`src/rtl/fetch_prefetch_unit.sv`:
```
// Instruction-fetch front end: owns the fetch PC, drives a variable-latency
// memory handshake and buffers address-tagged instructions in a small FIFO.
module fetch_prefetch_unit #(
  parameter int                    ADDR_WIDTH = 15,
  parameter int                    DATA_WIDTH = 16,
  parameter int                    DEPTH      = 4,
  parameter int                    DISP_WIDTH = 8,
  parameter logic [ADDR_WIDTH-1:0] RESET_PC   = '0
) (
  input  logic                          clock,
  input  logic                          reset,
  input  logic                          fetch_enable,
  output logic                          mem_req,
  output logic [ADDR_WIDTH-1:0]         mem_addr,
  input  logic                          mem_ack,
  input  logic [DATA_WIDTH-1:0]         mem_rdata,
  output logic                          instr_valid,
  output logic [DATA_WIDTH-1:0]         instr,
  output logic [ADDR_WIDTH-1:0]         instr_pc,
  input  logic                          instr_ready,
  input  logic                          redirect_jump,
  input  logic [ADDR_WIDTH-1:0]         jump_addr,
  input  logic                          redirect_branch,
  input  logic [ADDR_WIDTH-1:0]         branch_base,
  input  logic [DISP_WIDTH-1:0]         branch_disp,
  output logic [$clog2(DEPTH):0]        occupancy
);

  localparam int PTR_W   = $clog2(DEPTH);
  localparam int OCC_W   = PTR_W + 1;
  localparam int ENTRY_W = ADDR_WIDTH + DATA_WIDTH;

  typedef enum logic [1:0] {IDLE, REQ, DISCARD} state_t;

  state_t                  state_q;
  logic                    mem_req_q;
  logic [ADDR_WIDTH-1:0]   fetch_pc_q;
  logic [ADDR_WIDTH-1:0]   addr_q;
  logic [OCC_W-1:0]        occ_q;
  logic [OCC_W-1:0]        occ_d;
  logic [PTR_W-1:0]        rd_ptr_q;
  logic [PTR_W-1:0]        wr_ptr_q;
  logic                    valid_q;
  logic [ENTRY_W-1:0]      mem_q [DEPTH];
  logic [ENTRY_W-1:0]      head;

  logic                    redirect;
  logic [ADDR_WIDTH-1:0]   target;
  logic [ADDR_WIDTH-1:0]   next_pc;
  logic [ADDR_WIDTH-1:0]   pc_inc;
  logic                    push;
  logic                    pop;
  logic                    issue;

  always_comb begin
    redirect = redirect_jump | redirect_branch;
    target   = redirect_jump ? jump_addr
             : branch_base + {{(ADDR_WIDTH-DISP_WIDTH){branch_disp[DISP_WIDTH-1]}}, branch_disp};
    next_pc  = redirect ? target : fetch_pc_q;
    pc_inc   = fetch_pc_q + ADDR_WIDTH'(1);
    push     = (state_q == REQ) && mem_ack && !redirect;
    // A redirect flushes the FIFO, so a same-cycle pop has nothing left to remove.
    pop      = valid_q && instr_ready && !redirect;
    occ_d    = redirect ? '0 : occ_q + OCC_W'(push) - OCC_W'(pop);
    // Only issue when the response is guaranteed a free slot.
    issue    = fetch_enable && (occ_d < OCC_W'(DEPTH));
  end

  always_ff @(posedge clock) begin
    if (!reset) begin
      state_q    <= IDLE;
      mem_req_q  <= 1'b0;
      fetch_pc_q <= RESET_PC;
      addr_q     <= RESET_PC;
    end else begin
      case (state_q)
        IDLE: begin
          fetch_pc_q <= next_pc;
          if (issue) begin
            state_q   <= REQ;
            mem_req_q <= 1'b1;
            addr_q    <= next_pc;
          end
        end
        REQ: begin
          if (redirect) begin
            fetch_pc_q <= target;
            if (!mem_ack) begin
              state_q <= DISCARD;
            end else if (issue) begin
              addr_q <= target;
            end else begin
              state_q   <= IDLE;
              mem_req_q <= 1'b0;
            end
          end else if (mem_ack) begin
            fetch_pc_q <= pc_inc;
            if (issue) begin
              addr_q <= pc_inc;
            end else begin
              state_q   <= IDLE;
              mem_req_q <= 1'b0;
            end
          end
        end
        DISCARD: begin
          // The stale address stays on the bus until memory finishes with it.
          fetch_pc_q <= next_pc;
          if (mem_ack) begin
            if (issue) begin
              state_q <= REQ;
              addr_q  <= next_pc;
            end else begin
              state_q   <= IDLE;
              mem_req_q <= 1'b0;
            end
          end
        end
        default: begin
          state_q   <= IDLE;
          mem_req_q <= 1'b0;
        end
      endcase
    end
  end

  always_ff @(posedge clock) begin
    if (!reset || redirect) begin
      rd_ptr_q <= '0;
      wr_ptr_q <= '0;
      occ_q    <= '0;
      valid_q  <= 1'b0;
    end else begin
      if (push) wr_ptr_q <= wr_ptr_q + PTR_W'(1);
      if (pop)  rd_ptr_q <= rd_ptr_q + PTR_W'(1);
      occ_q   <= occ_d;
      valid_q <= (occ_d != '0);
    end
  end

  always_ff @(posedge clock) begin
    if (push) mem_q[wr_ptr_q] <= {fetch_pc_q, mem_rdata};
  end

  assign head        = mem_q[rd_ptr_q];
  assign instr       = head[DATA_WIDTH-1:0];
  assign instr_pc    = head[ENTRY_W-1:DATA_WIDTH];
  assign instr_valid = valid_q;
  assign occupancy   = occ_q;
  assign mem_req     = mem_req_q;
  assign mem_addr    = addr_q;

endmodule

```
`config.mk`:
```
export PLATFORM = sky130hd
export DESIGN_NAME = fetch_prefetch_unit
export DESIGN_NICKNAME = d
export VERILOG_FILES = /design/src/rtl/fetch_prefetch_unit.sv
export SDC_FILE = /design/constraint.sdc
export NUM_CORES = 1
export LEC_CHECK = 0
export ABC_AREA = 0
export CORE_MARGIN = 2
export CORE_UTILIZATION = 29
export CTS_CLUSTER_DIAMETER = 60
export DETAILED_ROUTE_END_ITERATION = 12
export GPL_TIMING_DRIVEN = 0
export PLACE_DENSITY = 0.6
export SETUP_SLACK_MARGIN = 0.3
export SLEW_MARGIN = 20
export SYNTH_ARGS = -nofsm -noshare
export SYNTH_HDL_FRONTEND = slang
export SYNTH_SLANG_ARGS = --single-unit
```
`constraint.sdc`:
```
create_clock -name clock -period 5.25 [get_ports clock]
set_clock_uncertainty 0.1 [all_clocks]
set_input_delay 1.575 -clock clock [delete_from_list [all_inputs] [get_ports clock]]
set_output_delay 1.575 -clock clock [all_outputs]
set_load 0.01 [all_outputs]
```
### Wiring heat map, run 1

34 x 34 tiles, from dark blue (low) to red (high), scaled to the fullest tile. Values are wire area over tile area, all layers added.
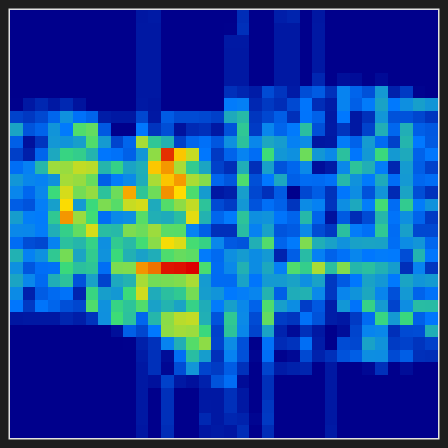
The mean over all tiles is 0.11. 32% of the tiles are nearly empty. The fullest tile reaches 0.57. The emptiest ninth of the die: bottom left. 8.5% of the tiles are over half the peak.

### Cell placement, run 1

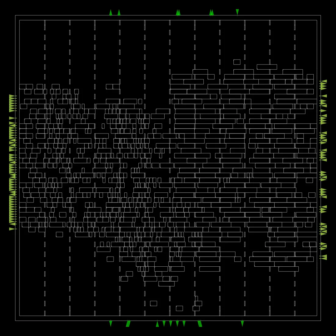
Seq area share: 45.30%
flop count: 167
final cell count without fillers: 1099

### Where the registers sit, run 1

Bar = 50 microns. Other sequential cells in the stronger grey, the rest of the logic in the fainter grey.
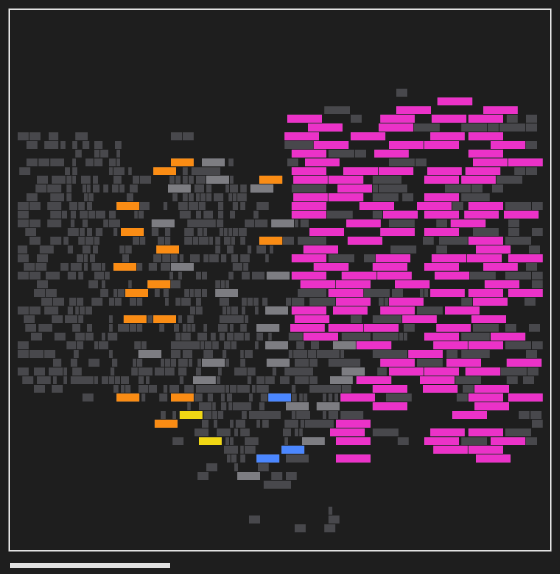
Key: `mem_q` = magenta [sequential cells 124]; `state_q` = yellow [sequential cells 2]; `mem_addr` = orange [sequential cells 15]; `occupancy` = blue [sequential cells 3]

### Cells by drive strength, run 1

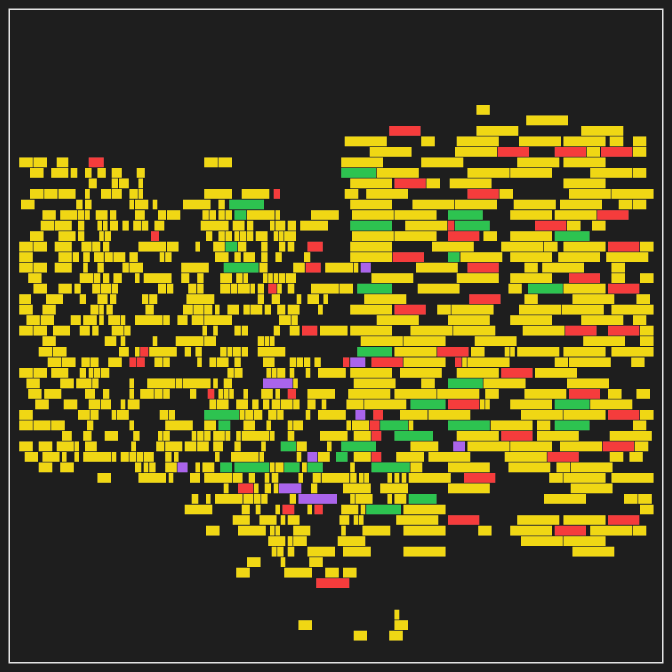
Key: _3 and _4 cells = purple [cells 9, share 1.2%]; _0 and _1 cells = yellow [cells 663, share 87%]; _6 and larger = green [cells 32, share 4.2%]; _2 cells = red [cells 54, share 7.1%]

==> flow_summary_export.csv, run 1 <==
group,metric,value,unit
worst_hold_path,hold-path-endpoint,"mem_addr[1]$_SDFFE_PN0P_",
worst_hold_path,holdCritPathClass,"reg2reg",
grt,grt_max_degree,26,
timing,grt_setup_unrepaired,"no",
critical_path,crit_arrival,4.94,ns
critical_path,worstPathMaxFanout,10,
timing,fin_tns_setup,0,ns
critical_path,ff2ff_path_depth,18,
worst_hold_path,min-delay-start,"mem_addr[1]$_SDFFE_PN0P_",
route,routed-via-count,5502,
critical_path,r2r-end,"mem_addr[13]$_SDFFE_PN0P_",
finish,logic_area,3127,sq um
route,routed_via_density,5.006,
outcome,outcome,"finished, final reports clean",
power_and_ir_drop,peakVddDrop,0.0002322,V
run,maxCapViolations,0,
cts,clockRootBuffer,"clkbuf_16",
cts,worstSkewPairLatency,0.43,ns
critical_path,endpoint_kind,"flop",
power_and_ir_drop,p_int,2.372,mW
timing,finalCritPeriodShare,89.16,%
power_and_ir_drop,leakagePower,3.308,nW
cts,clk_pin_slew,0.06,ns
critical_path,start_kind,"primary input",
route,top_layer_used,"met4",
power_and_ir_drop,p_sw_share,25.47,%
die,dieArea,28430,sq um
route,drc,0,
route,dr.pass1.iters,6,
cts,clock_path_buffers,2,
power_and_ir_drop,clkPwrFrac,38.2,%
logic_synthesis,largest_area_cell,"edfxtp_1",
timing,worstMarginPinSlew,0.8451,ns
logic_synthesis,yosys_area,7859,sq um
finish,most-common-layout-cells,"124 x edfxtp_1, 109 x clkdlybuf4s50_1, 49 x nand2_1",
grt,grt_pass1_wl,30020,microns
critical_path,r2r_slack,0.73,ns
timing,slew_headroom,43.66,%
timing,finalSetupViolCount,0,
logic_synthesis,ys.flop_type,"edfxtp_1",
die,die_w,168.6,microns
power_and_ir_drop,powerDensity,314.5,nW/um^2
place,dp_hpwl,13480,microns
run,warnings,32,
finish,num_antenna_cells,0,
place,place_congestion,0.8448,
logic_synthesis,async_flop_share,0,%
power_and_ir_drop,seq_power_share,47.8,%
route,drt.antenna.violating_nets,0,
die,core,26800,sq um
power_and_ir_drop,switching_power,810.6,uW
logic_synthesis,syn_area,7859,sq um
die,initial_utilization,29.32,%
die,dieHeight,168.6,microns
die,pin_count,112,
finish,layout-area-overhead-vs-synth,28.77,%
logic_synthesis,syn_avg_cell_area,12.82,sq um
route,post_drt_wl_per_cell,17.18,microns
finish,lay_top_count,"edfxtp_1",
route,wl_met2,8352,microns
logic_synthesis,ys_seq_share,58.33,%
critical_path,critical_path_class,"in2reg",
cts,cts_tree,"yes",
place,portBuffers,110,
finish,fin_nets,836,
logic_synthesis,numSynthFlops,167,
finish,drive_gt1_share,12.53,%
critical_path,required,5.51,ns
logic_synthesis,synth-warning-count,0,
grt,grt_overflow_total,0,
logic_synthesis,yosys-top-cells-area,"edfxtp_1 47%, dfxtp_1 11%, mux4_2 8.9%",
finish,nFillCells,2527,
timing,finalHoldViolations,0,
logic_synthesis,syn_inst,613,
cts,cts_hold_buf,0,
finish,fin_util,37.76,%
timing,maxSlewViolCount,0,
cts,htreeDepth,4,
cts,cts-buffers-inserted,17,
logic_synthesis,top_area_share,47.38,%
grt,antenna_found_initial,0,
timing,post-route-min-period,4.681,ns
cts,cts.sinks,167,
logic_synthesis,ys_cells,613,
logic_synthesis,netlist-cell-type-count,65,
timing,clock.fmax,213.6,MHz
worst_hold_path,hold_path_depth,2,
place,dp_cells,1068,
grt,grt_usage,13.65,%
grt,grt_pass1_vias,5349,
timing,finalWorstSetupSlack,0.5690,ns
timing,timing.hold.ws,0.3557,ns
place,pre_cts_ws,-0.7579,ns
finish,seq_area,4584,sq um
power_and_ir_drop,p_comb_share,13.9,%
route,totalWireLength,18880,microns
logic_synthesis,edf_count,124,
logic_synthesis,synthesis.nets,701,
route,dr_wl_met3,1411,microns
route,wl_met1,8924,microns
die,rows,60,
route,drt_iter0_drc,505,
critical_path,worstReg2RegStart,"state_q[0]$_SDFFE_PN0P_",
-- run 1: through the flow --
| step | total power, mW | area, sq um |
|---|---|---|
| final | 3.182 | 10120 |
| after global routing | 3.315 | 10120 |
| after CTS | 3.200 | 10090 |
| after detailed placement | 1.978 | 9487 |
| after global placement | 1.976 | 9387 |
| after floorplan | 1.781 | 7859 |
-- run 1: sequential cells by signal (all words and copies together) (netlist names), named ones only --
register / count
occupancy: 3
state_q: 2
mem_addr: 15
rd_ptr_q: 2
mem_req: 1
wr_ptr_q: 2
fetch_pc_q: 15
instr_valid: 1
mem_q: 124
-- run 1: synth_stat cells (all sizes together) (9+ instances only) --
master  count
clkbuf     22
ha         25
dfxtp      43
nand2      50
buf        10
a31oi      12
nand3      15
inv        14
a21oi      40
and2       11
nor2       34
nand4       9
nor3        9
xnor2      13
xor2       11
o21ai      49
edfxtp    124
mux4       31
-- run 1: power groups by stage --
stage	combinational, mW	clock (mW)	sequential [mW]
3_5_place_dp	0.428	0	1.55
2_1_floorplan	0.242	0	1.54
3_3_place_gp	0.427	0	1.55
5_1_grt	0.490	1.30	1.53
6_report	0.443	1.22	1.52
4_1_cts	0.438	1.24	1.52
-- run 1: cells by family after synthesis --
logic type	synth area share, %
DFF	58.33
and+or+nand+nor	9.967
AOI/OAI and AO/OA	12.67
buffers and inverters	2.420
muxes	9.155
adders and majority gates	4.490
xor gates and xnor gates	2.961
-- run 1: how the worst max path moves through the flow --
stage                       startpoint                   endpoint  slack (ns)  depth (start not counted)
2_1_floorplan          redirect_branch   mem_addr[1]$_SDFFE_PN0P_        0.71                         15
3_3_place_gp           redirect_branch   mem_addr[1]$_SDFFE_PN0P_       -0.74                         16
3_5_place_dp           redirect_branch  mem_addr[11]$_SDFFE_PN0P_       -0.76                         16
4_1_cts                  redirect_jump    state_q[1]$_SDFFE_PN0P_        0.42                         16
5_1_grt        state_q[0]$_SDFFE_PN0P_  mem_addr[10]$_SDFFE_PN0P_        0.25                         18
6_report                 redirect_jump  mem_addr[13]$_SDFFE_PN0P_        0.57                         17
-- run 1: per-layer routing --
metal  vias to the layer above  track usage, %
li1                       2649               -
met3                        17           3.624
met5                         -               0
met1                      2610           19.63
met4                         0           3.898
met2                       226           20.29
-- run 1: repair_timing --
item	4_1_cts	5_1_grt
setup buffers	2	0
setup endpoints to repair	17	15
pin swaps	1	0
resized	8	11
endpoints found under the hold margin	0	0
-- run 1: area by class of cell --
type / count / share of cell area (%)
Tap cell: 341 / 4.216
Clock buffer: 17 / 4.204
Timing Repair Buffer: 116 / 11.99
Buffer: 32 / 1.434
Inverter: 15 / 0.5564
Sequential cell: 167 / 45.30
Clock inverter: 12 / 1.397
Multi-Input combinational cell: 399 / 30.90
-- run 1: worst max-delay path: stages --
cell and delay (ns):
clkdlybuf4s50_1 0.43, or2_2 0.35, buf_6 0.18, nor2_4 0.16
inv_1 0.08, ha_1 0.26, inv_1 0.05, ha_1 0.13
inv_1 0.05, fa_1 0.37, xnor3_2 0.32, nor3_4 0.06
o32ai_4 0.30, buf_6 0.16, buf_2 0.22, o21ai_0 0.10
a21oi_1 0.14
==> inputs of run 2 (changes only) <==
--- a/config.mk
+++ b/config.mk
@@ -6,7 +6,6 @@
 export NUM_CORES = 1
 export LEC_CHECK = 0
 export ABC_AREA = 0
-export CORE_MARGIN = 2
 export CORE_UTILIZATION = 29
 export CTS_CLUSTER_DIAMETER = 60
 export DETAILED_ROUTE_END_ITERATION = 12
### Cell placement, run 2

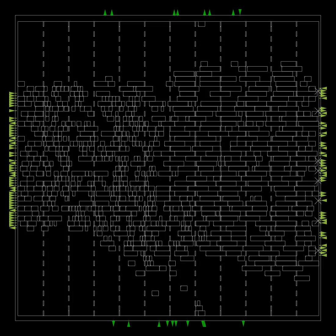
tap cell count: 335
final cell count without fillers: 1097

### Where the registers sit, run 2

Bar = 50 microns. Other sequential cells in the stronger grey, the rest of the logic in the fainter grey.
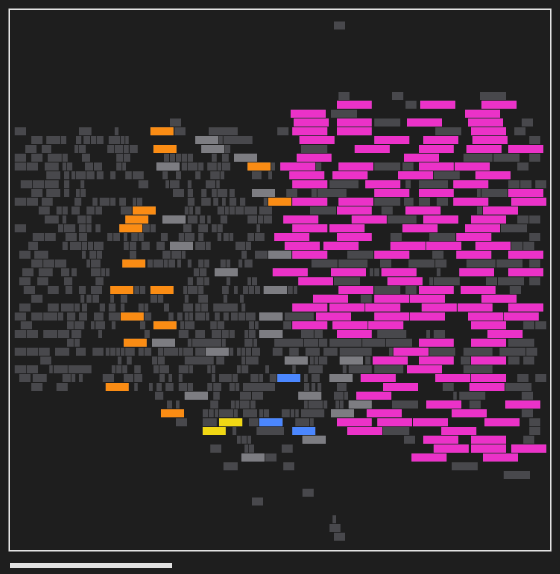
Key: `mem_addr` = orange [sequential cells 15, where left middle]; `state_q` = yellow [sequential cells 2]; `occupancy` = blue [sequential cells 3]; `mem_q` = magenta [sequential cells 124]
Another 23 sequential cells are not coloured.

==> flow_summary_export.csv, run 2 <==
group,metric,value,unit
outcome,outcome,"complete, but fails checks",
outcome,violations,"DRC",
finish,layout-area-overhead-vs-synth,28.02,%
run,warnings,32,
logic_synthesis,syn_area,7859,sq um
finish,most-common-layout-cells,"124 x edfxtp_1, 109 x clkdlybuf4s50_1, 49 x nand2_1",
finish,fin_nets,837,
finish,drive_gt1_share,12.60,%
route,dr.pass1.iters,9,
place,portBuffers,110,
grt,grt_overflow_total,0,
power_and_ir_drop,leakagePower,3.298,nW
grt,grt_usage,13.79,%
timing,finalCritPeriodShare,90.60,%
finish,num_antenna_cells,0,
timing,finalHoldViolations,0,
grt,grt_pass1_vias,5246,
die,initial_utilization,29.82,%
timing,clock.fmax,210.2,MHz
die,die_w,166.6,microns
timing,finalSetupViolCount,0,
grt,grt_max_degree,23,
logic_synthesis,ys.flop_type,"edfxtp_1",
route,routed-via-count,5531,
worst_hold_path,holdCritPathClass,"reg2reg",
logic_synthesis,async_flop_share,0,%
cts,cts-buffers-inserted,17,
logic_synthesis,yosys-top-cells-area,"edfxtp_1 47%, dfxtp_1 11%, mux4_2 8.9%",
place,placed_cell_area,9479,sq um
finish,lay_top_count,"edfxtp_1",
timing,grt_setup_unrepaired,"no",
critical_path,required,5.47,ns
route,post_drt_wl_per_cell,17.36,microns
run,maxCapViolations,0,
power_and_ir_drop,peakVddDrop,0.0001994,V
logic_synthesis,netlist-cell-type-count,65,
critical_path,start_kind,"primary input",
cts,cts_hold_buf,0,
route,drc,8,
logic_synthesis,syn_inst,613,
route,routed_via_density,5.042,
critical_path,crit_arrival,4.97,ns
route,drt_iter0_drc,388,
critical_path,worstPathCellList,"clkdlybuf4s50_1, or2_2, clkbuf_4, nor2_4, inv_1, ha_1, inv_1, ha_1, inv_1, fa_1, xnor3_2, nor2_1, o32ai_4, buf_4, buf_4, o221a_2",
grt,grt_pass1_wl,29550,microns
route,top_layer_used,"met4",
critical_path,critical_path_class,"in2reg",
cts,worstSkewPairLatency,0.42,ns
timing,worstMarginPinSlew,0.8617,ns
logic_synthesis,synthesis.nets,701,
logic_synthesis,synthTopCellsByCount,"124 x edfxtp_1, 49 x nand2_1, 47 x o21ai_0",
place,dp_cells,1062,
finish,max_flop_register,"mem_q",
cts,cts.sinks,167,
critical_path,critPathMaxStageDelay,0.42,ns
finish,fin_area,10060,sq um
critical_path,crit_top_cell,"inv_1",
power_and_ir_drop,finalPower,3.092,mW
route,dr_wl_met3,1183,microns
timing,slew_headroom,42.55,%
die,pin_count,112,
timing,maxSlewViolCount,0,
logic_synthesis,synth-warning-count,0,
die,dieHeight,166.6,microns
route,totalWireLength,19050,microns
logic_synthesis,numSynthFlops,167,
logic_synthesis,post-synth-top-count-cell,"edfxtp_1",
grt,antenna_found_initial,0,
critical_path,ff2ff_path_depth,17,
route,drt.antenna.violating_nets,0,
timing,post-route-min-period,4.756,ns
logic_synthesis,ys_seq_share,58.33,%
logic_synthesis,ys_cells,613,
power_and_ir_drop,powerDensity,307.4,nW/um^2
place,dp_hpwl,13670,microns
cts,clockRootBuffer,"clkbuf_16",
logic_synthesis,syn_avg_cell_area,12.82,sq um
place,place_congestion,0.8362,
## run 2: cell count changes in the layout (fill, tap and decap cells not counted), moves of 2 or more
cell / delta
clkbuf_2: +2
buf_4: +2
buf_6: -2
bufinv_16: -2
clkinv_2: +4
## run 2: cell type report
class	instances	area (sq um)
plain buffers	32	138.9
clock buffers	18	429.2
clock inverters	14	97.59
fillers	2475	16290
inverters	15	56.30
multi-input cells	399	3118
flip-flops and latches	167	4584
well taps	335	419.2
repair buffers	117	1217
## run 2: cell families (layout without fill, tap and decap cells)
kind of cell	Yosys count	in the layout	synth area share [%]
xor gates and xnor gates	25	25	2.961
AOI/OAI and AO/OA	156	156	12.67
buffers and inverters	47	196	2.420
and+or+nand+nor	158	158	9.967
adders and majority gates	27	27	4.490
DFF	167	167	58.33
muxes	33	33	9.155
## run 2: layer usage
metal / global-route usage (%) / vias up
met5: 0 / -
met1: 19.47 / 2674
met3: 3.470 / 12
met4: 3.341 / 0
li1: - / 2654
met2: 21.12 / 191
## run 2: timing repair
| action | CTS | global route |
|---|---|---|
| pin swaps | 1 | 0 |
| endpoints found under the hold margin | 0 | 0 |
| buffers inserted | 3 | 0 |
| resized | 6 | 4 |
| cloned | 0 | 0 |
| setup endpoints to repair | 17 | 9 |
## run 2: worst max-delay path: cells and delay by family
family | cells | cell delay [ns]
adders and majority gates | 3 | 0.77
xor gates and xnor gates | 1 | 0.28
AOI/OAI and AO/OA | 2 | 0.43
and+or+nand+nor | 3 | 0.79
buffers and inverters | 7 | 1.13
## run 2: per-stage QoR
step / worst slack, ns / hold slack (ns) / util (%) / TNS, ns
3_5_place_dp: -0.7425 / 0.3474 / 35.97 / -10.46
4_1_cts: 0.4070 / 0.3569 / 38.13 / 0
2_1_floorplan: 0.7088 / 0.3548 / - / 0
6_report: 0.4937 / 0.3528 / 38.18 / 0
5_1_grt: 0.3215 / 0.3816 / 38.18 / 0
3_3_place_gp: -0.7312 / 0.3429 / 35.59 / -10.11
## run 2: where the power goes
| part | switching [mW] | internal [mW] | total [mW] |
|---|---|---|---|
| combinational | 0.245 | 0.201 | 0.446 |
| clock | 0.516 | 0.608 | 1.12 |
| sequential | 0.0522 | 1.47 | 1.52 |
## run 2: worst paths after layout
check	startpoint	endpoint	slack (ns)
setup / recovery	redirect_jump	mem_addr[9]$_SDFFE_PN0P_	0.49
hold / removal	mem_addr[1]$_SDFFE_PN0P_	mem_addr[1]$_SDFFE_PN0P_	0.35
setup reg to reg	state_q[0]$_SDFFE_PN0P_	mem_addr[9]$_SDFFE_PN0P_	0.78
hold reg to reg	mem_addr[1]$_SDFFE_PN0P_	mem_addr[1]$_SDFFE_PN0P_	0.35
Power is estimated from default activity; no workload was simulated.
